Fig. 1: run 1, cell sizes after repair
Drawn at 2 px/um.
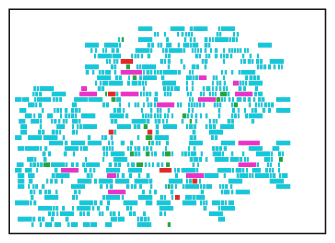
Fig. 2: run 1, clock nets
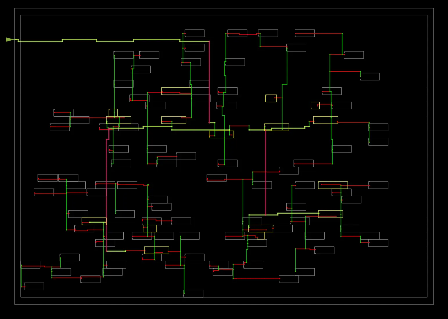
Fig. 3: run 1, cell classes on the final placement
Drawn at 3 px/um.
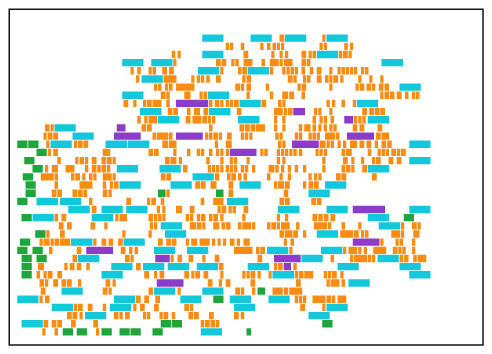
Fig. 4: run 1, the metal 3 layer
Drawn at 2 px/um. Cells faint in the background.
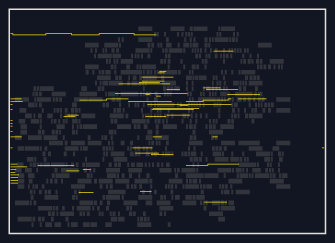
$ cat config.mk
export PLATFORM = sky130hd
export DESIGN_NAME = sccb_cfg_seq
export DESIGN_NICKNAME = d
export VERILOG_FILES = /design/src/rtl/sccb_cfg_seq.sv
export SDC_FILE = /design/constraint.sdc
export NUM_CORES = 1
export LEC_CHECK = 0
export ABC_AREA = 1
export ABC_CLOCK_PERIOD_IN_PS = 5000
export CORE_ASPECT_RATIO = 0.7
export CORE_MARGIN = 2
export CORE_UTILIZATION = 30
export DETAILED_ROUTE_END_ITERATION = 8
export PLACE_DENSITY = 0.51
export SLEW_MARGIN = 20
export SYNTH_ARGS = -nofsm -noshare
export SYNTH_HDL_FRONTEND = slang
export SYNTH_SLANG_ARGS = --single-unit
$ cat constraint.sdc
create_clock -name clk -period 5 [get_ports clk]
set_input_delay 0.75 -clock clk [delete_from_list [all_inputs] [get_ports clk]]
set_output_delay 0.75 -clock clk [all_outputs]
set_load 0.03 [all_outputs]
$ cat src/rtl/sccb_cfg_seq.sv
// rtl/sccb_cfg_seq.sv - camera register-table sequencer issuing SCCB 3-phase writes
//
// Ports:
//   clk, rst        system clock, synchronous active-high reset
//   start           level; launches the table walk from IDLE
//   cfg_idx         table index presented to the external ROM
//   cfg_data        {reg_addr, reg_data} returned by the ROM one clk after cfg_idx
//   sioc            SCCB clock, push-pull
//   siod_oe         1 = pull SIOD low, 0 = release
//   busy            high from launch until the table is finished
//   done            sticky high once the last entry has executed
module sccb_cfg_seq #(
    parameter int         CLK_DIV      = 125,
    parameter logic [7:0] DEV_ID       = 8'h42,
    parameter int         NUM_REGS     = 75,
    parameter int         DELAY_CYCLES = 500000,
    parameter bit         FAST_SIM     = 1'b0
) (
    input  logic        clk,
    input  logic        rst,
    input  logic        start,
    output logic [7:0]  cfg_idx,
    input  logic [15:0] cfg_data,
    output logic        sioc,
    output logic        siod_oe,
    output logic        busy,
    output logic        done
);

    localparam int               DIV_W    = (CLK_DIV > 1) ? $clog2(CLK_DIV) : 1;
    localparam logic [DIV_W-1:0] DIV_MAX  = DIV_W'(CLK_DIV - 1);
    localparam logic [31:0]      DLY_MAX  = FAST_SIM ? 32'd15 : 32'(DELAY_CYCLES - 1);
    localparam logic [7:0]       LAST_IDX = 8'(NUM_REGS - 1);

    typedef enum logic [3:0] {
        S_IDLE, S_FETCH, S_START, S_SHIFT, S_STOP, S_GAP, S_DELAY, S_NEXT, S_DONE
    } state_t;

    state_t           state_q, state_d;
    logic [DIV_W-1:0] div_q, div_d;
    logic [1:0]       qtr_q, qtr_d;
    logic [4:0]       bit_q, bit_d;
    logic [26:0]      shreg_q, shreg_d;
    logic             fetch_q, fetch_d;
    logic [31:0]      dly_q, dly_d;
    logic [7:0]       idx_q, idx_d;
    logic             sioc_q, sioc_d;
    logic             oe_q, oe_d;
    logic             busy_q, busy_d;
    logic             done_q, done_d;

    logic bus_state;
    logic tick;
    logic bit_end;

    always_comb begin
        state_d  = state_q;
        div_d    = '0;
        qtr_d    = '0;
        bit_d    = bit_q;
        shreg_d  = shreg_q;
        fetch_d  = fetch_q;
        dly_d    = dly_q;
        idx_d    = idx_q;
        busy_d   = busy_q;
        done_d   = done_q;
        sioc_d   = 1'b1;
        oe_d     = 1'b0;

        // Quarter-bit timebase only runs in bus phases, so every phase starts at q0.
        bus_state = (state_q == S_START) || (state_q == S_SHIFT) ||
                    (state_q == S_STOP)  || (state_q == S_GAP);
        tick      = (div_q == DIV_MAX);
        bit_end   = tick && (qtr_q == 2'd3);
        if (bus_state) begin
            div_d = tick ? '0 : div_q + 1'b1;
            qtr_d = tick ? qtr_q + 2'd1 : qtr_q;
        end

        case (state_q)
            S_IDLE: begin
                if (start) begin
                    state_d = S_FETCH;
                    busy_d  = 1'b1;
                    fetch_d = 1'b0;
                end
            end
            S_FETCH: begin
                // First clk lets the ROM see cfg_idx, second clk samples its output.
                if (!fetch_q) begin
                    fetch_d = 1'b1;
                end else begin
                    fetch_d = 1'b0;
                    // Acknowledge slots are shifted as 1 so SIOD stays released.
                    shreg_d = {DEV_ID, 1'b1, cfg_data[15:8], 1'b1, cfg_data[7:0], 1'b1};
                    if (cfg_data[15:8] == 8'hFF) begin
                        state_d = S_DELAY;
                        dly_d   = '0;
                    end else begin
                        state_d = S_START;
                    end
                end
            end
            S_START: begin
                sioc_d = (qtr_q < 2'd2);
                oe_d   = (qtr_q != 2'd0);
                if (bit_end) begin
                    state_d = S_SHIFT;
                    bit_d   = '0;
                end
            end
            S_SHIFT: begin
                sioc_d = qtr_q[1];
                oe_d   = ~shreg_q[26];
                if (bit_end) begin
                    if (bit_q == 5'd26) begin
                        state_d = S_STOP;
                    end else begin
                        bit_d   = bit_q + 5'd1;
                        shreg_d = {shreg_q[25:0], 1'b1};
                    end
                end
            end
            S_STOP: begin
                sioc_d = (qtr_q != 2'd0);
                oe_d   = (qtr_q < 2'd2);
                if (bit_end) state_d = S_GAP;
            end
            S_GAP: begin
                if (bit_end) state_d = S_NEXT;
            end
            S_DELAY: begin
                if (dly_q == DLY_MAX) state_d = S_NEXT;
                else                  dly_d   = dly_q + 32'd1;
            end
            S_NEXT: begin
                if (idx_q == LAST_IDX) begin
                    state_d = S_DONE;
                    busy_d  = 1'b0;
                    done_d  = 1'b1;
                end else begin
                    idx_d   = idx_q + 8'd1;
                    state_d = S_FETCH;
                end
            end
            S_DONE: begin
                state_d = S_DONE;
            end
            default: state_d = S_IDLE;
        endcase
    end

    always_ff @(posedge clk) begin
        if (rst) begin
            state_q <= S_IDLE;
            div_q   <= '0;
            qtr_q   <= '0;
            bit_q   <= '0;
            shreg_q <= '0;
            fetch_q <= 1'b0;
            dly_q   <= '0;
            idx_q   <= '0;
            sioc_q  <= 1'b1;
            oe_q    <= 1'b0;
            busy_q  <= 1'b0;
            done_q  <= 1'b0;
        end else begin
            state_q <= state_d;
            div_q   <= div_d;
            qtr_q   <= qtr_d;
            bit_q   <= bit_d;
            shreg_q <= shreg_d;
            fetch_q <= fetch_d;
            dly_q   <= dly_d;
            idx_q   <= idx_d;
            sioc_q  <= sioc_d;
            oe_q    <= oe_d;
            busy_q  <= busy_d;
            done_q  <= done_d;
        end
    end

    assign cfg_idx = idx_q;
    assign sioc    = sioc_q;
    assign siod_oe = oe_q;
    assign busy    = busy_q;
    assign done    = done_q;

endmodule

==> impl_metrics.json, run 1 <==
{
  "rows": 39,
  "holdBufCountCts": 0,
  "dp_slack_ps": 1936,
  "dp_cells": 985,
  "cts_buffer_depth": 2,
  "largest_register": "dly_q",
  "worst_ep_required_time_ps": 5280,
  "netlist_logic_family_top": "simple AND/OR/NAND/NOR gates",
  "final_cells": 1001,
  "port_buffers": 30,
  "buf_share_pct": 5.576,
  "p_total_mw": 2.138,
  "p_seq_mw": 0.879,
  "ys_top_cells_by_count": "195 x nand2_1, 90 x dfxtp_1, 85 x inv_1",
  "yosys_warnings": 0,
  "hold_path_end": "shreg_q[7]$_SDFFE_PP0P_",
  "fill_cells": 1800,
  "nWellTaps": 225,
  "powerComb_mw": 0.489,
  "vias_per_cell": 4.559,
  "ys_sh_aoi_pct": 13.67,
  "cp_slowest_stage_delay_ps": 910,
  "switching_share_pct": 32.62,
  "ys_cells": 752,
  "largest_register_ffs": 32,
  "use_met1_pct": 24.51,
  "adder_share_pct": 2.278,
  "power.density_mw_per_mm2": 375.1,
  "dieArea_sq_mm": 0.01753,
  "p_leak_nw": 2.170,
  "setup_slack_ps": 2208,
  "die.size.y_um": 111.4,
  "drive_above_1_share_pct": 5.670,
  "first_iter_violations": 342,
  "comb_area_share_pct": 46.06,
  "logic_gate_count": 547,
  "outcome": "completed",
  "path_depth": 6,
  "cts.reportedPaths.clkPinSlew_ps": 70,
  "grt.total_usage_pct": 15.02,
  "slew_violations": 0,
  "postRouteAntennaNets": 0,
  "worst-path-max-fanout": 39,
  "muxShareOfSynthArea_pct": 0,
  "areaGrowthSynthToFinish_pct": 15.32,
  "fp.coreArea_sq_mm": 0.01620,
  "mostFrequentLayoutCells": "195 x nand2_1, 90 x dfxtp_1, 84 x inv_1, 81 x nor2_1, 78 x nand3_1",
  "warnings": 30
}
Notes on Fig. 1 above:
[cyan] x1 and smaller | cells: 732 | share: 94%
[red] x3 and x4 | cells: 7 | share: 0.90%
[green] x2 | cells: 22 | share: 2.8%
[magenta] x6 and larger | cells: 15 | share: 1.9%

Notes on Fig. 2 above:
Clock Skew: 7.729 ps
Clock Buffer Count: 10
total CTS buffers: 9
FF+latch count: 90

Notes on Fig. 3 above:
[purple] clock drivers and dummy loads | cells: 16 | share of their area: 6.2%
[cyan] sequential cells | cells: 90 | share of their area: 33%
[green] remaining buffers and delay cells | cells: 33 | share of their area: 5.9%
[orange] remaining logic cells | cells: 637 | share of their area: 55%

Notes on Fig. 4 above:
longest straight run: 41.9 um
wire length on this layer: 615 um
main direction: horizontal
share of all routed wire: 5.1%
nets with wire on the layer: 49

Fig. 5: run 1, wiring heat map
Drawn at 2 px/um. The die is cut into 31 by 22 equal tiles; dark purple is low, yellow is high, scaled to the fullest tile. Values are wire area over tile area, all layers added.
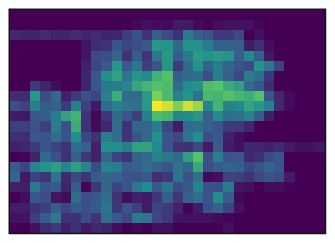

==> run 2, diff against run 1 <==
--- a/config.mk
+++ b/config.mk
@@ -6,7 +6,7 @@
 export NUM_CORES = 1
 export LEC_CHECK = 0
 export ABC_AREA = 1
-export ABC_CLOCK_PERIOD_IN_PS = 5000
+export ABC_CLOCK_PERIOD_IN_PS = 2700
 export CORE_ASPECT_RATIO = 0.7
 export CORE_MARGIN = 2
 export CORE_UTILIZATION = 30
==> constraint.sdc (replaced) <==
create_clock -name clk -period 2.7 [get_ports clk]
set_input_delay 0.405 -clock clk [delete_from_list [all_inputs] [get_ports clk]]
set_output_delay 0.405 -clock clk [all_outputs]
set_load 0.03 [all_outputs]
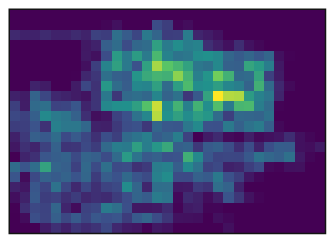
Fig. 6. Wiring heat map (run 2).
Drawn at 2 px/um. The die is cut into 31 by 22 equal tiles; dark purple is low, yellow is high, scaled to the fullest tile. Values are wire area over tile area, all layers added.
emptiest ninth of the die: lower right
densest ninth of the die: center
nearly empty tiles: 31%
tiles over half the peak: 7.8%
fullest tile: 0.58

==> impl_metrics.json, run 2 <==
{
  "cts.reportedPaths.clkPinSlew_ps": 70,
  "die.size.y_um": 111.4,
  "use_met1_pct": 25.59,
  "p_total_mw": 3.737,
  "numCtsBuffers": 9,
  "switching_share_pct": 34.03,
  "powerComb_mw": 0.917,
  "p_leak_nw": 2.162,
  "largest_register": "dly_q",
  "largest_register_ffs": 32,
  "mostFrequentLayoutCells": "195 x nand2_1, 90 x dfxtp_1, 85 x inv_1, 81 x nor2_1, 78 x nand3_1",
  "outcome": "completed",
  "buf_share_pct": 6.382,
  "rows": 39,
  "worst-path-max-fanout": 17,
  "hold_path_end": "shreg_q[13]$_SDFFE_PP0P_",
  "areaGrowthSynthToFinish_pct": 15.04,
  "ys_cells": 752,
  "logic_gate_count": 547,
  "cp_slowest_stage_delay_ps": 370,
  "slew_violations": 0,
  "power.density_mw_per_mm2": 657.3,
  "yosys_warnings": 0,
  "postRouteAntennaNets": 0,
  "grt.total_usage_pct": 15.40,
  "p_seq_mw": 1.63,
  "cts_buffer_depth": 2,
  "vias_per_cell": 4.509,
  "adder_share_pct": 2.278,
  "path_depth": 12,
  "first_iter_violations": 250,
  "muxShareOfSynthArea_pct": 0,
  "ys_top_cells_by_count": "195 x nand2_1, 90 x dfxtp_1, 85 x inv_1",
  "dieArea_sq_mm": 0.01753,
  "holdBufCountCts": 0,
  "flop-count": 90,
  "netlist_logic_family_top": "simple AND/OR/NAND/NOR gates"
}
Fig. 7: run 2, clock nets
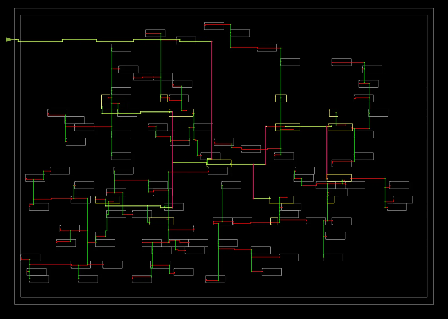

==> run 3, diff against run 2 <==
--- a/config.mk
+++ b/config.mk
@@ -6,12 +6,12 @@
 export NUM_CORES = 1
 export LEC_CHECK = 0
 export ABC_AREA = 1
-export ABC_CLOCK_PERIOD_IN_PS = 2700
+export ABC_CLOCK_PERIOD_IN_PS = 1750
 export CORE_ASPECT_RATIO = 0.7
 export CORE_MARGIN = 2
 export CORE_UTILIZATION = 30
 export DETAILED_ROUTE_END_ITERATION = 8
-export PLACE_DENSITY = 0.51
+export PLACE_DENSITY = 0.53
 export SLEW_MARGIN = 20
 export SYNTH_ARGS = -nofsm -noshare
 export SYNTH_HDL_FRONTEND = slang
==> constraint.sdc (replaced) <==
create_clock -name clk -period 1.75 [get_ports clk]
set_input_delay 0.2625 -clock clk [delete_from_list [all_inputs] [get_ports clk]]
set_output_delay 0.2625 -clock clk [all_outputs]
set_load 0.03 [all_outputs]
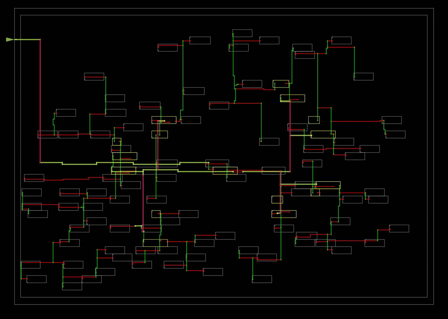
Fig. 8. Clock nets (run 3).
Clock Buffer Count: 9
Sink Count: 90

==> impl_metrics.json, run 3 <==
{
  "numCtsBuffers": 9,
  "port_buffers": 30,
  "synthCells": 752,
  "skew_ps": 11.76,
  "rows": 39,
  "grt.total_usage_pct": 15.81,
  "fp.coreArea_sq_mm": 0.01620,
  "dieArea_sq_mm": 0.01753,
  "first_iter_violations": 328,
  "ys_cells": 752,
  "worst_ep_required_time_ps": 1490,
  "adder_share_pct": 2.278,
  "ys_top_cells_by_count": "195 x nand2_1, 90 x dfxtp_1, 85 x inv_1",
  "final_cells": 1060,
  "outcome": "completed",
  "warnings": 31,
  "drv_cap": 0,
  "comb_area_share_pct": 43.62,
  "areaGrowthSynthToFinish_pct": 27.16,
  "power.density_mw_per_mm2": 988.9,
  "p_seq_mw": 2.50,
  "drive_above_1_share_pct": 17.13,
  "rr_endpoint": "dly_q[1]$_SDFFE_PP0P_",
  "holdBufCountCts": 0,
  "dp_slack_ps": -133.8,
  "nWellTaps": 225,
  "cts_buffer_depth": 2,
  "power.clock.fraction_pct": 32.4,
  "setup_slack_ps": 60.12,
  "ys_sh_aoi_pct": 13.67,
  "logic_gate_count": 547,
  "cts.reportedPaths.clkPinSlew_ps": 80,
  "dp_cells": 1040,
  "flop-count": 90,
  "peakVddDrop_v": 0.0004803,
  "switching_share_pct": 35.09,
  "netlist_logic_family_top": "simple AND/OR/NAND/NOR gates",
  "buf_share_pct": 12.64,
  "hold_path_end": "shreg_q[5]$_SDFFE_PP0P_",
  "pin_count": 31,
  "powerComb_mw": 1.70,
  "largest_register": "dly_q",
  "worst-path-max-fanout": 4,
  "path_depth": 1,
  "muxShareOfSynthArea_pct": 0,
  "p_leak_nw": 2.536,
  "mostFrequentLayoutCells": "182 x nand2_1, 81 x dfxtp_1, 80 x inv_1, 77 x nand3_1, 73 x nor2_1"
}
